[config.mk]
export PLATFORM = sky130hd
export DESIGN_NAME = mem_port_arbiter_flat
export DESIGN_NICKNAME = d
export VERILOG_FILES = /design/src/rtl/mem_port_arbiter_if.sv /design/src/rtl/mem_port_arbiter.sv /design/src/flat_wrapper.sv
export SDC_FILE = /design/constraint.sdc
export NUM_CORES = 1
export LEC_CHECK = 0
export ABC_AREA = 1
export CORE_ASPECT_RATIO = 0.75
export CORE_UTILIZATION = 29
export CTS_CLUSTER_SIZE = 10
export DETAILED_ROUTE_END_ITERATION = 8
export GPL_TIMING_DRIVEN = 0
export PLACE_DENSITY = 0.9
export SETUP_SLACK_MARGIN = 0.02
export SLEW_MARGIN = 10
export SYNTH_ARGS = -nofsm -noshare
export SYNTH_HDL_FRONTEND = slang
export SYNTH_SLANG_ARGS = --single-unit
export TNS_END_PERCENT = 50
[constraint.sdc]
create_clock -name clk -period 2.3 [get_ports clk]
set_input_delay 0.345 -clock clk [delete_from_list [all_inputs] [get_ports clk]]
set_output_delay 0.345 -clock clk [all_outputs]
set_load 0.005 [all_outputs]
[src/rtl/mem_port_arbiter_if.sv]
// mem_port_arbiter_if: IF/LS requester ports and the SRAM port of the arbiter.
interface mem_port_arbiter_if #(parameter int AW = 10, parameter int DW = 32);
    logic          if_req;
    logic [AW-1:0] if_addr;
    logic          if_gnt;
    logic          if_rvalid;
    logic [DW-1:0] if_rdata;
    logic            ls_req;
    logic            ls_we;
    logic [AW-1:0]   ls_addr;
    logic [DW-1:0]   ls_wdata;
    logic [DW/8-1:0] ls_be;
    logic            ls_gnt;
    logic            ls_rvalid;
    logic [DW-1:0]   ls_rdata;
    logic            mem_en;
    logic            mem_we;
    logic [DW/8-1:0] mem_be;
    logic [AW-1:0]   mem_addr;
    logic [DW-1:0]   mem_wdata;
    logic [DW-1:0]   mem_rdata;
    modport slave (
        input  if_req, if_addr, ls_req, ls_we, ls_addr, ls_wdata, ls_be, mem_rdata,
        output if_gnt, if_rvalid, if_rdata, ls_gnt, ls_rvalid, ls_rdata,
        output mem_en, mem_we, mem_be, mem_addr, mem_wdata
    );
    modport master (
        output if_req, if_addr, ls_req, ls_we, ls_addr, ls_wdata, ls_be, mem_rdata,
        input  if_gnt, if_rvalid, if_rdata, ls_gnt, ls_rvalid, ls_rdata,
        input  mem_en, mem_we, mem_be, mem_addr, mem_wdata
    );
endinterface

[src/rtl/mem_port_arbiter.sv]
// mem_port_arbiter: round-robin IF/LS arbitration of a single-port SRAM with read-data routing.
module mem_port_arbiter #(parameter int AW = 10, parameter int DW = 32) (
    input  logic                clk,
    input  logic                reset,
    mem_port_arbiter_if.slave   bus,
    output logic [15:0]         conflict_cnt
);
    typedef enum logic {IF_P, LS_P} port_e;
    port_e last_q, last_d;
    logic  if_g, ls_g, if_rv_q, ls_rv_q;
    // on conflict the port that did not win last time goes first
    always_comb begin
        if_g           = !reset & bus.if_req & (!bus.ls_req | last_q == LS_P);
        ls_g           = !reset & bus.ls_req & (!bus.if_req | last_q == IF_P);
        last_d         = if_g ? IF_P : ls_g ? LS_P : last_q;
        bus.if_gnt     = if_g;
        bus.ls_gnt     = ls_g;
        bus.mem_en     = if_g | ls_g;
        bus.mem_we     = ls_g & bus.ls_we;
        bus.mem_addr   = if_g ? bus.if_addr : ls_g ? bus.ls_addr : '0;
        bus.mem_be     = if_g ? '1 : ls_g ? bus.ls_be : '0;
        bus.mem_wdata  = ls_g ? bus.ls_wdata : '0;
        bus.if_rvalid  = if_rv_q;
        bus.ls_rvalid  = ls_rv_q;
        bus.if_rdata   = if_rv_q ? bus.mem_rdata : '0;
        bus.ls_rdata   = ls_rv_q ? bus.mem_rdata : '0;
    end
    always_ff @(posedge clk or posedge reset) begin
        if (reset) begin
            last_q       <= LS_P;
            if_rv_q      <= 1'b0;
            ls_rv_q      <= 1'b0;
            conflict_cnt <= '0;
        end else begin
            last_q  <= last_d;
            if_rv_q <= if_g;
            ls_rv_q <= ls_g & !bus.ls_we;
            if (bus.if_req && bus.ls_req && conflict_cnt != 16'hFFFF)
                conflict_cnt <= conflict_cnt + 16'd1;
        end
    end
endmodule

[src/flat_wrapper.sv]
// flat-port wrapper written by rule: the top's interface ports become plain ports
module mem_port_arbiter_flat 
#(parameter int AW = 10, parameter int DW = 32)
  (clk, reset, conflict_cnt, bus_if_req, bus_if_addr, bus_ls_req, bus_ls_we, bus_ls_addr, bus_ls_wdata, bus_ls_be, bus_mem_rdata, bus_if_gnt, bus_if_rvalid, bus_if_rdata, bus_ls_gnt, bus_ls_rvalid, bus_ls_rdata, bus_mem_en, bus_mem_we, bus_mem_be, bus_mem_addr, bus_mem_wdata);
  mem_port_arbiter_if #(.AW(AW), .DW(DW)) bus_i ();
  input  logic clk;
  input  logic reset;
  output logic [15:0] conflict_cnt;
  input wire logic [$bits(bus_i.if_req)-1:0] bus_if_req;
  input wire logic [$bits(bus_i.if_addr)-1:0] bus_if_addr;
  input wire logic [$bits(bus_i.ls_req)-1:0] bus_ls_req;
  input wire logic [$bits(bus_i.ls_we)-1:0] bus_ls_we;
  input wire logic [$bits(bus_i.ls_addr)-1:0] bus_ls_addr;
  input wire logic [$bits(bus_i.ls_wdata)-1:0] bus_ls_wdata;
  input wire logic [$bits(bus_i.ls_be)-1:0] bus_ls_be;
  input wire logic [$bits(bus_i.mem_rdata)-1:0] bus_mem_rdata;
  output wire logic [$bits(bus_i.if_gnt)-1:0] bus_if_gnt;
  output wire logic [$bits(bus_i.if_rvalid)-1:0] bus_if_rvalid;
  output wire logic [$bits(bus_i.if_rdata)-1:0] bus_if_rdata;
  output wire logic [$bits(bus_i.ls_gnt)-1:0] bus_ls_gnt;
  output wire logic [$bits(bus_i.ls_rvalid)-1:0] bus_ls_rvalid;
  output wire logic [$bits(bus_i.ls_rdata)-1:0] bus_ls_rdata;
  output wire logic [$bits(bus_i.mem_en)-1:0] bus_mem_en;
  output wire logic [$bits(bus_i.mem_we)-1:0] bus_mem_we;
  output wire logic [$bits(bus_i.mem_be)-1:0] bus_mem_be;
  output wire logic [$bits(bus_i.mem_addr)-1:0] bus_mem_addr;
  output wire logic [$bits(bus_i.mem_wdata)-1:0] bus_mem_wdata;
  assign bus_i.if_req = bus_if_req;
  assign bus_i.if_addr = bus_if_addr;
  assign bus_i.ls_req = bus_ls_req;
  assign bus_i.ls_we = bus_ls_we;
  assign bus_i.ls_addr = bus_ls_addr;
  assign bus_i.ls_wdata = bus_ls_wdata;
  assign bus_i.ls_be = bus_ls_be;
  assign bus_i.mem_rdata = bus_mem_rdata;
  assign bus_if_gnt = bus_i.if_gnt;
  assign bus_if_rvalid = bus_i.if_rvalid;
  assign bus_if_rdata = bus_i.if_rdata;
  assign bus_ls_gnt = bus_i.ls_gnt;
  assign bus_ls_rvalid = bus_i.ls_rvalid;
  assign bus_ls_rdata = bus_i.ls_rdata;
  assign bus_mem_en = bus_i.mem_en;
  assign bus_mem_we = bus_i.mem_we;
  assign bus_mem_be = bus_i.mem_be;
  assign bus_mem_addr = bus_i.mem_addr;
  assign bus_mem_wdata = bus_i.mem_wdata;
  mem_port_arbiter #(.AW(AW), .DW(DW)) u_core (.clk(clk), .reset(reset), .bus(bus_i), .conflict_cnt(conflict_cnt));
endmodule
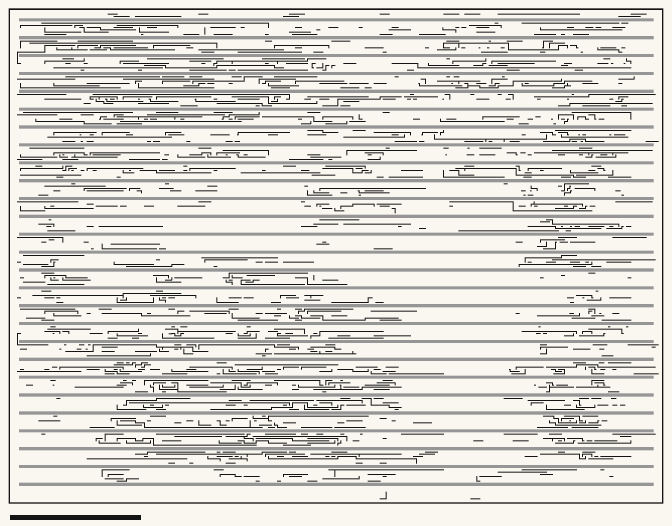
layer_met1.png
Bar = 20 um. Supply wires on this layer in gray.
The layer holds 41% of the routed length. The layer carries 3700 um of wire. 615 nets have wire on it.
Total Routed Length: 9068 um
Via Count: 3067
met1 track demand over resource: 0.2703

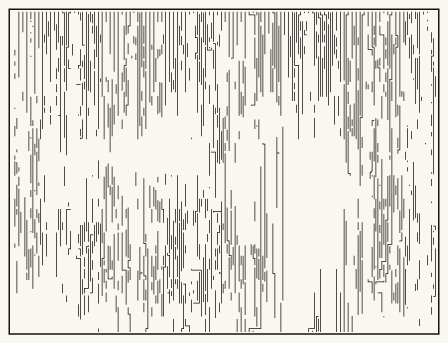
layer_met2.png
The longest straight run is 40.1 um. The wires run mostly vertical. The layer holds 50% of the routed length.
M2 GR Usage: 0.4020

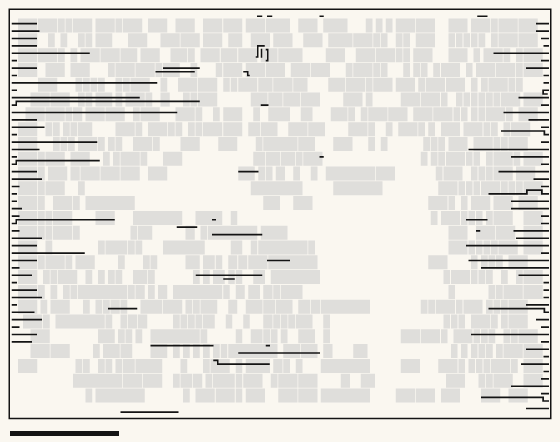
layer_met3.png
Bar = 20 um.
The wires run mostly horizontal. The layer holds 7.3% of the routed length. The layer carries 663 um of wire.
fraction of met3 tracks used by global routing: 0.04921

==> out/metrics.sh <==
WORSTMARGINPINSLEW_PS=538.5
CLOCK_NET_POWER_mW=0.245
POST-CTS-SETUP-BUFFER-COUNT=5
ROUTEDWLPERCELL_UM=12.99
LEAKAGE_nW=2.498
DR.PASS1.ITERS=5
PWR_DENSITY_CELL_nW_PER_UM2=322.3
SYNTHESIS.INSTANCES=378
INSERTEDDIODECOUNT=0
CTSRESIZECOUNT=19
CP-END-KIND='output port'
SETUP_TOTAL_NEGATIVE_SLACK_PS=0
NUM_ROWS=26
SETUP_VIOL=0
SEQ_POWER_SHARE=0.319
P_CLK_FRAC=0.167
YS_SH_XOR=0.02555
RUN_STATUS='finished clean'
NETLIST-CELL-TYPE-COUNT=25
MAIN_KIND_OF_COMBINATIONAL_LOGIC_BY_AREA='simple AND/OR/NAND/NOR gates'
VIA_PER_INST=4.394
CTS-BUFFERS-INSERTED=3
POSTLAYOUTCOREUTIL=0.6648
HTREEDEPTH=1
SYNTH.CELLMIX.SIMPLESHARE=0.4203
GRT_OVERFLOW_TOTAL=0
POWER_REPORT.INTERNAL_TOTAL_mW=0.9685
TIMING.FINAL.CRIT_PERIOD_PS=2258
CLOCK.FMAX_MHz=442.9
FLOP_CELL='dfrtp_1'
IO_PINS=225
MET1_LENGTH_UM=3698
CRITICAL_PATH.ENDPOINT='bus_mem_addr[3]'
DPL.HPWL_UM=7406
DRV.MAX_CAP_VIOLATION_COUNT=0
COMPOUND_AREA_FRAC=0.07908
CLK_PATH_BUF_DEPTH=2
SETUP.WORST_PATH.CLASS='flip-flop to output port'
FP_UTIL=0.3011
R2R.WORST_PATH.CELLS=9
SKEW_PS=6.418
FINALPOWER_mW=1.464
SYNTH.MUX.AREA_FRACTION=0
DETAIL-ROUTE-ANTENNA-NETS=0
COMBPWRFRAC=0.513
FINISH.CELL_COUNT_WITHOUT_FILLERS=698
POWER.IR.VDD_WORST_uV=234.3
SYNTHADDERAREAFRAC=0.006083
YS_TOP_CELLS_BY_AREA='nand2_1, dfrtp_1, inv_1, nor2_1, a22o_1'
CRITICAL_PATH.MAX_STAGE_DELAY_PS=550
EDF_COUNT=0
SYNTH_AREA_SQ_UM=2057
ROUTE.TOP_LAYER_USED='met4'
POSTSYNTHREGISTERBITS=19
==> state kept, by name, summed over array words and instances, names as in the netlist <==
name and cells:
u_core.bus.ls_rvalid 1, u_core.last_q 1, u_core.conflict_cnt 16, u_core.bus.if_rvalid 1
==> cell type report <==
type	instances	area (sq um)
Timing Repair Buffer	231	2293
Fill cell	561	2290
Sequential cell	19	476.7
Inverter	112	427.9
Clock buffer	3	41.29
Tap cell	84	105.1
Clock inverter	1	5.005
Timing Repair inverter	1	5.005
Multi-Input combinational cell	234	1109
Buffer	13	78.83
==> critical path: cells and delay by family, from the launching register on <==
kind / cells / cell delay (ps)
AND-OR/OR-AND: 2 / 270
buffers and inverters: 4 / 760
flip-flops: 1 / 550
AND/OR/NAND/NOR: 1 / 80
